<file path="src/rtl/rr_mux_arbiter.sv">
// Four-source round-robin arbiter with bounded hold time; the registered select
// steers a shared 4:1 single-bit data mux.
module rr_mux_arbiter #(
  parameter int MAX_HOLD = 4
) (
  input  logic       clk,
  input  logic       rst,
  input  logic [3:0] req,
  input  logic [3:0] din,
  output logic [3:0] gnt,
  output logic [1:0] sel,
  output logic       valid,
  output logic       y
);

  typedef enum logic {IDLE, GRANT} state_t;

  localparam logic [3:0] HOLD_LAST = 4'(MAX_HOLD - 1);

  state_t     state_reg, state_next;
  logic [3:0] gnt_reg, gnt_next;
  logic [1:0] sel_reg, sel_next;
  logic       valid_reg, valid_next;
  logic [1:0] ptr_reg, ptr_next;
  logic [3:0] hold_cnt_reg, hold_cnt_next;

  logic [3:0] rot_req;
  logic [1:0] win_off;
  logic [1:0] win_idx;
  logic       any_req;
  logic       holder_req;
  logic       other_req;
  logic       rearb;
  logic       release_grant;

  // Requests rotated so that bit 0 is the source the pointer currently favours.
  genvar gi;
  generate
    for (gi = 0; gi < 4; gi++) begin : g_rot
      logic [1:0] idx;
      assign idx         = ptr_reg + 2'(gi);
      assign rot_req[gi] = req[idx];
    end
  endgenerate

  always_comb begin
    win_off = '0;
    for (int i = 3; i >= 0; i--) begin
      if (rot_req[i]) win_off = 2'(i);
    end
  end

  assign win_idx    = ptr_reg + win_off;
  assign any_req    = |req;
  assign holder_req = req[sel_reg];
  assign other_req  = |(req & ~gnt_reg);

  always_comb begin
    state_next    = state_reg;
    gnt_next      = gnt_reg;
    sel_next      = sel_reg;
    valid_next    = valid_reg;
    ptr_next      = ptr_reg;
    hold_cnt_next = hold_cnt_reg;
    rearb         = 1'b0;
    release_grant = 1'b0;

    case (state_reg)
      IDLE: begin
        if (any_req) rearb = 1'b1;
        else         release_grant = 1'b1;
      end
      GRANT: begin
        if (holder_req) begin
          if (hold_cnt_reg < HOLD_LAST) hold_cnt_next = hold_cnt_reg + 4'd1;
          else if (other_req)           rearb = 1'b1;
          else                          hold_cnt_next = '0;
        end else if (any_req) begin
          rearb = 1'b1;
        end else begin
          release_grant = 1'b1;
        end
      end
      default: release_grant = 1'b1;
    endcase

    // The pointer sits just past the holder, so a forced hand-off never re-picks it.
    if (rearb) begin
      state_next    = GRANT;
      gnt_next      = 4'b0001 << win_idx;
      sel_next      = win_idx;
      valid_next    = 1'b1;
      ptr_next      = win_idx + 2'd1;
      hold_cnt_next = '0;
    end

    if (release_grant) begin
      state_next    = IDLE;
      gnt_next      = '0;
      valid_next    = 1'b0;
      hold_cnt_next = '0;
    end
  end

  always_ff @(posedge clk) begin
    if (rst) begin
      state_reg    <= IDLE;
      gnt_reg      <= '0;
      sel_reg      <= '0;
      valid_reg    <= 1'b0;
      ptr_reg      <= '0;
      hold_cnt_reg <= '0;
    end else begin
      state_reg    <= state_next;
      gnt_reg      <= gnt_next;
      sel_reg      <= sel_next;
      valid_reg    <= valid_next;
      ptr_reg      <= ptr_next;
      hold_cnt_reg <= hold_cnt_next;
    end
  end

  assign gnt   = gnt_reg;
  assign sel   = sel_reg;
  assign valid = valid_reg;
  assign y     = valid_reg & din[sel_reg];

endmodule

</file>
<file path="config.mk">
export PLATFORM = sky130hd
export DESIGN_NAME = rr_mux_arbiter
export DESIGN_NICKNAME = d
export VERILOG_FILES = /design/src/rtl/rr_mux_arbiter.sv
export SDC_FILE = /design/constraint.sdc
export NUM_CORES = 1
export LEC_CHECK = 0
export CAP_MARGIN = 20
export CORE_MARGIN = 3
export CORE_UTILIZATION = 40
export DETAILED_ROUTE_END_ITERATION = 12
export HOLD_SLACK_MARGIN = 0.02
export PLACE_DENSITY = 0.65
export SETUP_SLACK_MARGIN = 0.02
export SKIP_CTS_REPAIR_TIMING = 1
export SYNTH_ARGS = -nofsm -noshare
export SYNTH_HDL_FRONTEND = slang
export SYNTH_SLANG_ARGS = --single-unit
</file>
<file path="constraint.sdc">
create_clock -name clk -period 3.1 [get_ports clk]
set_clock_uncertainty 0.05 [all_clocks]
set_input_delay 0.62 -clock clk [delete_from_list [all_inputs] [get_ports clk]]
set_output_delay 0.62 -clock clk [all_outputs]
set_load 0.005 [all_outputs]
</file>
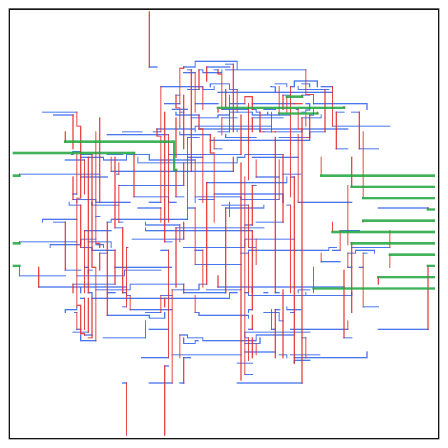
*Metal layers overlaid, run 1*
M1: marked blue, wire length 798 um. M2: marked red, wire length 822 um. M3: marked green, wire length 145 um.
total via count after detailed routing: 699
total routing usage reported by global routing: 0.153
average routed wire per standard cell: 13.2 um

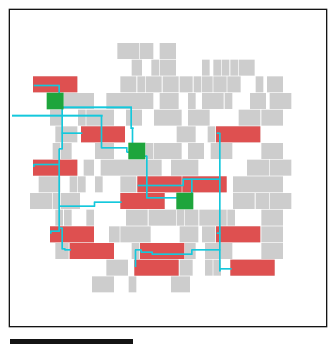
*Clock wires, drivers and flops, run 1*
Bar = 20 um.
clock-net drivers: marked green, count 3. clock wires: marked cyan, length 176 um. flip-flops: marked red, count 13.
There are 4 routed clock nets.
power of the clock network: 106 uW
share of total power in the clock network: 0.130
latest clock arrival within the worst-skew pair: 280 ps

==> notes.md, run 1 <==
Quick summary of the implementation run below.

For this configuration, the core starts out at a cell density of 0.452. The H-tree depth came out at 1. Per the post-place timing report, worst setup slack is 209 ps. The internal power consumption is 501 uW. The final estimated routing congestion in global placement is between 0.8 and 0.9. For reference, the mux area share after synthesis is 0.0753. The wire length of the first global-routing pass came out at 3010 um. The number of clock buffer instances in the layout came out at 4. The xor and xnor area share after synthesis is 0.0211.

The post-route clock period utilization came out at 0.882. The flow ran to the end, and the final reports show no timing, DRC or antenna violations. The number of global-route vias before repair came out at 667. The clock buffer count from CTS is 3.

The fraction of power spent switching nets is 0.384. The sequential fraction of the synthesis area came out at 0.313. The cell sitting at the root of the clock tree is a clkbuf_4. The yosys stat cell total came out at 90. The detailed placer's ending HPWL came out at 1340 um.

The count of maximum capacitance violations came out at 0. The path class of the tightest hold or removal check is flip-flop to flip-flop. On met3, the global router reports a usage of 0.0659. The layout report gives the multi-input gate share of total cell area as 0.491.

The register-to-register setup slack is 840 ps. The layout report gives the register share of total cell area as 0.250. By startpoint and endpoint, the worst setup path is classified as input pin to primary output. The share of total power in sequential cells is 0.345. The total power density per cell area is 782 nW/um2. The initial antenna violation count is 0. The fraction of the mapped netlist area in adder cells is 0.0452. The global routing met1 resource utilization is 0.196.

The number of core rows is 15. Looking at the hold checks, the worst path lands on hold_cnt_reg[0]. The count of nets left with antenna violations after detail routing came out at 0. The multi-input gate area in the final layout came out at 510 um2. Among cell families on the critical path, the largest total delay comes from buffers and inverters. In this design, the critical path's most frequently occurring cell is clkdlybuf4s50_1. The fraction of registers with async set or reset after synthesis came out at 0.
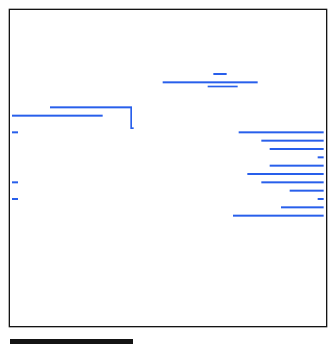
*M3 wires, run 1*
Bar = 20 um.
19 nets have wire on it. The layer carries 145 um of wire. The wires run mostly horizontal. The longest straight run is 15.2 um.

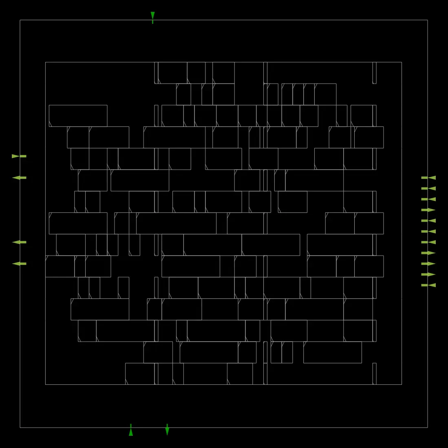
*Cell placement, run 1*
Tapcells: 25
post-layout util: 0.565
Seq Cell Count: 13
core region area: 1840 um2

==> run 2: changes to the inputs <==
- clock period: 3.1 -> 3.3 ns (I/O delays scaled with it)
==> run 2 against run 1 <==
Hold slack stayed put. Sequential cell count stayed put. Die area stayed put. Largest cell class unchanged. First-iteration DRC count stayed put. Setup slack better by 120 ps. Wire length stayed put. Area after synthesis stayed put. Clock power is 6% lower. Sequential power is 6% lower. Register-to-register slack better by 200 ps. Via count stayed put.
==> notes.md, run 2 <==
Quick summary of the implementation run below.

The run finished with clean final reports. Max-cap violations in this run came to 0. The tapcell count is 25. Of the total power, registers draw 0.345.

The skew report gives the latency at the later pin of the worst-skew pair as 280 ps. The clock tree root driver cell is clkbuf_4. The worst hold path belongs to the class flip-flop to flip-flop. The count of nets left with antenna violations after detail routing is 0. The fraction of the mapped netlist area in adder cells is 0.0452. The global-route usage over all layers came out at 0.153.

The fraction of registers with async set or reset after synthesis is 0. In the floorplan report the effective utilization is 0.452. The clock distribution power came out at 99.7 uW. In the hold report, the worst path ends at hold_cnt_reg[0]. The post-place setup slack is between 300 and 400 ps. The core footprint came out at 1840 um2. The internal power consumption came out at 471 uW. The number of global-route vias before repair came out at 667. The wire length of the first global-routing pass is 3010 um.

The multi-input gate share of total cell area is 0.491. The xor and xnor area share after synthesis is 0.0211. The register-to-register setup slack came out at between 1000 and 1500 ps. Summing all multiplexer cells gives an area fraction of 0.0753.
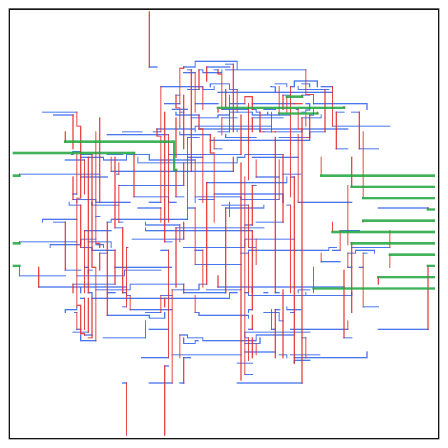
*Metal layers overlaid, run 2*
M2: marked red, wire length 822 um. M1: marked blue, wire length 798 um. M3: marked green, wire length 145 um.
wirelength, routed: 1770 um

==> run 3: changes to the inputs <==
--- a/config.mk
+++ b/config.mk
@@ -10,5 +10,5 @@
 export CORE_UTILIZATION = 40
 export DETAILED_ROUTE_END_ITERATION = 12
-export HOLD_SLACK_MARGIN = 0.02
+export HOLD_SLACK_MARGIN = 0.05
 export PLACE_DENSITY = 0.65
 export SETUP_SLACK_MARGIN = 0.02
==> constraint.sdc (replaced) <==
create_clock -name clk -period 3.3 [get_ports clk]
set_clock_uncertainty 0.05 [all_clocks]
set_input_delay 0.33 -clock clk [delete_from_list [all_inputs] [get_ports clk]]
set_output_delay 0.33 -clock clk [all_outputs]
set_load 0.005 [all_outputs]
==> run 3 against run 2 <==
Via count stayed put. Core utilization is 0.75 points lower. Combinational power is 8.0% lower. Die area stayed put. Critical path type is now input pin to flip-flop. First-iteration DRC count is 68% lower. Highest routed layer is now met4. Clock power is 0.5% lower.
==> notes.md, run 3 <==
Quick summary of the implementation run below.

The number of global-route vias before repair is 632. The total number of sequential cells is 13. The core footprint came out at 1840 um2. The register-to-register setup slack came out at 900 ps. The final estimated routing congestion in global placement is between 0.8 and 0.9.

The fraction of power spent switching nets came out at 0.383. The share of total power dissipated in sequential elements is 0.361. The clock buffer count from CTS is 3.

Setup slack on the critical path of the routed design comes to a little under 600 ps. The average wire length per cell after detail routing is 12.5 um. The tool warning count is 26. The register fraction of the total cell area came out at 0.254.

In this run the maximum-capacitance check reported violations numbering 0. The sequential fraction of the synthesis area came out at 0.313. The first global-routing pass estimated 2880 um of wire. Multi-input logic gates represent a cell area share of 0.498.

The initial antenna violation count came out at 0. The multiplexer share of the synthesized area came out at 0.0753. Looking at the clock tree report, the root buffer type is clkbuf_4.

The total power density per cell area is 714 nW/um2. The fraction of registers with async set or reset after synthesis came out at 0. The global-route usage over all layers came out at 0.145. Routing resource usage on met3 recorded by global route was 0.0487. The clock distribution power is 99.2 uW. According to the dpl log, the detail-placed design has an HPWL of 1270 um. The multi-input gate area in the final layout is just over 500 um2. For met1 alone, demand over resource in global routing was 0.188.

The fraction of the mapped netlist area in adder cells is 0.0452. The xor and xnor area share after synthesis came out at 0.0211. The path category of the worst min-delay check is flip-flop to flip-flop. The post-place setup slack is 331 ps. The endpoint of the worst hold path is reported as hold_cnt_reg[0]. The clock group share of total power came out at 0.135. Summed over all nets, wire length on met2 after detailed routing comes to ~680 um. The routed layout has 699 vias. The post-route clock period utilization came out at 0.820. The internal power consumption is about 450 uW. The overall die height is between 50 and 60 um. The number of core rows came out at 15. The most frequent cell on the critical path is ha_1. The H-tree depth came out at 1. The count of nets left with antenna violations after detail routing is 0. The number of clock buffer instances in the layout is 3. The maximum cell stage delay along the critical path is 690 ps. The gate family responsible for the most delay along the worst path is buffers and inverters. After detailed routing, the total wire length is roughly 1600 um. The run finished with clean final reports. The type of the setup path with the least slack is input pin to flip-flop. The yosys stat cell total came out at approximately 90.

Non-clock inverters in the final layout number 1.
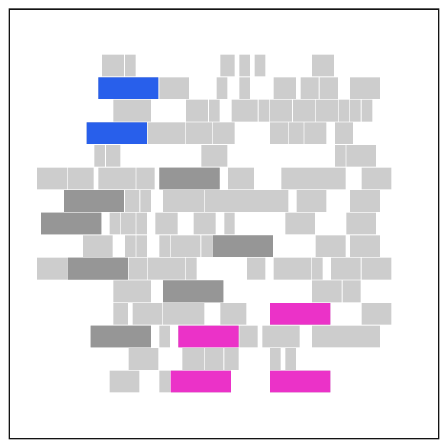
*Sequential cells coloured by netlist name, run 3*
Other sequential cells in the stronger grey, the rest of the logic in the fainter grey.
`hold_cnt_reg`: marked magenta, flops 4, where bottom middle. `ptr_reg`: marked blue, flops 2.

Power figures rest on the tool's default switching activity, not on a simulated workload.
